The metal 2 layer:
(4 px per micron) Cells faint in the background.
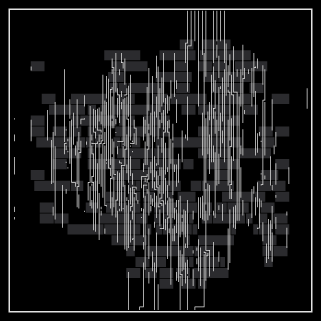
Signal wires on met3:
(4 px per micron)
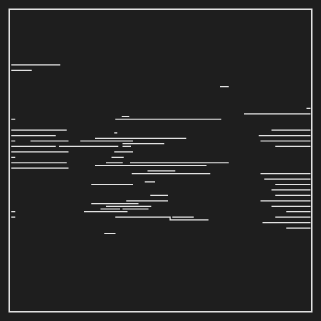
Routing congestion map:
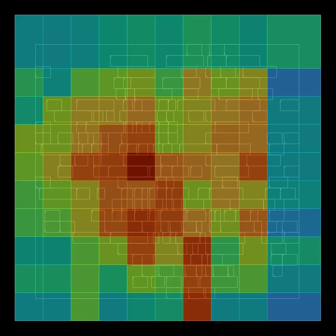
Sizing map:
(6 px per micron)
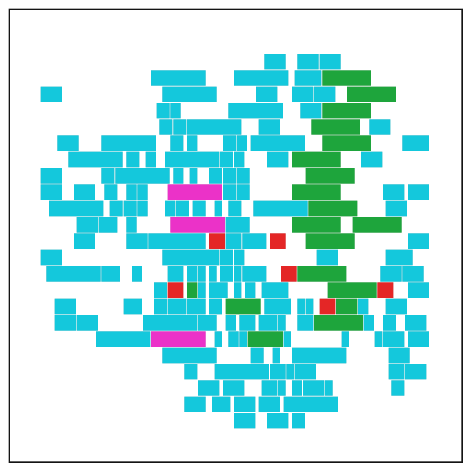
Gate-type map:
(6 px per micron)
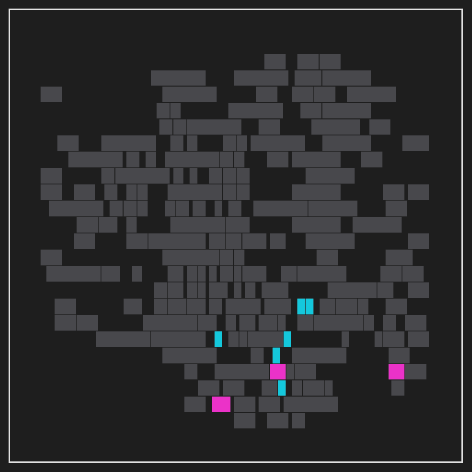
Design load_scoreboard_hazard_flat, sky130hd; sources not shown.
==> results.ini <==
[outcome]
outcome=completed

[synthesis]
synth_cell_types=35
yosysTopAreaCell=dfrtp_1
async_flop_share_pct=100
yosys-top-cells-area=dfrtp_1, mux4_2, a31oi_1
ys_seq_share_pct=31.0
syn-num-nets=164
ys.flop_type=dfrtp_1
mux_share_pct=28.3
top_cell=dfrtp_1
ys_cells=137
top_area_share_pct=31.0

[placement]
routabilityCongestion=0.887
dp_hpwl_mm=3.68
dp.cells=233
port_buffers=46
post_dp_cell_area_sq_um=2050

[final_timing]
rsz0062_at_grt=false
timing.fmax_mhz=242
hold_viol_final=0
period_used_pct=93.9
layout_min_cycle_time_ns=4.13
drv_slew=0
tightest_slew_ns=0.877

[cells_and_area]
largest_reg_flops=16
diodes=0
regArea_sq_um=475
logic_area_sq_um=983
seq_area_share_pct=22.2
clockBufferCount=3
seq_cells=19
largest_class=combinational gates
logic_gates=106

[floorplan]
taps=50
coreArea_sq_um=4060
io_pins=47
fp.dieW_microns=75.3

[global_route]
top_usage_layer=met2
grt_pass1_vias=1565
grt_max_degree=20

[run]
warning_count=27

[drt]
via_per_inst=6.23
route.antenna.remaining_nets=0
top_layer_used=met4
m1WireLength_mm=1.87
drt-pass1-iter-count=4
drt-initial-drc-count=142

[clock_tree]
cts_resized=0
root_buffer=clkbuf_16
clk_pin_slew_ns=0.06
cts_buffer_depth=2

[setup_path]
max_stage_delay_ns=0.71
cp_num_cells=8
crit_arrival_ns=3.47

[worst_hold_path]
hp-class=flip-flop to flip-flop

Notes on 'the metal 2 layer' above:
share of all routed wire: 50%
main direction: vertical
nets with wire on the layer: 188
met2 Resource Use GR: 32.0%
Detailed Route WL: 4.94 mm
routed vias: 1476

Notes on 'signal wires on met3' above:
share of all routed wire: 11%
wire length on this layer: 552 microns
met3 usage: 4.14%

Notes on 'routing congestion map' above:
GRT met1 Usage: 23.4%
WL/cell: 20.8 microns
final core occ: 52.7%
gr usage total: 18.6%

Notes on 'sizing map' above:
legend:
  red:
    size: _3 and _4 cells
    cells: 6
    share: 3.2%
  green:
    size: _2 cells
    cells: 19
    share: 10%
  cyan:
    size: _0 and _1 cells
    cells: 159
    share: 85%
  magenta:
    size: _6 and larger
    cells: 3
    share: 1.6%
final instance area: 2140 sq um
non-clock buffer instance count of the final layout: 52
Area Overhead vs Synth: 39.4%
Final Worst Setup Slack: 0.268 ns

Notes on 'gate-type map' above:
legend:
  magenta:
    family: non-inverting ao/oa cells
    cells: 3
  cyan:
    family: inv cells
    cells: 6
    most_used: inv_1
    where: south
most used logic cell in the final layout: clkdlybuf4s50_1
logic gate fraction of the total cell area: 46.0%
Post-Layout Cell Count: 237

==> power breakdown <==
part | switching (mW) | leakage (nW) | internal (mW) | total (mW)
combinational | 0.107 | 0.557 | 0.162 | 0.269
sequential | 0.0638 | 0.248 | 0.204 | 0.268
clock | 0.0704 | 0.0409 | 0.122 | 0.192
total | 0.241 | 0.846 | 0.488 | 0.730
==> cells by family after synthesis <==
family / Yosys count
AOI/OAI and AO/OA: 47
and+or+nand+nor: 32
muxes: 21
DFF: 19
buffers and inverters: 12
xor gates and xnor gates: 4
adders and majority gates: 2
==> through the flow <==
stage / hold WS [ns] / TNS [ns]
floorplan: 0.364 / 0
detailed placement: 0.470 / -0.0952
global placement: 0.451 / 0
global route: 0.517 / 0
finish: 0.476 / 0
CTS: 0.483 / 0
Power is estimated from default activity; no workload was simulated.
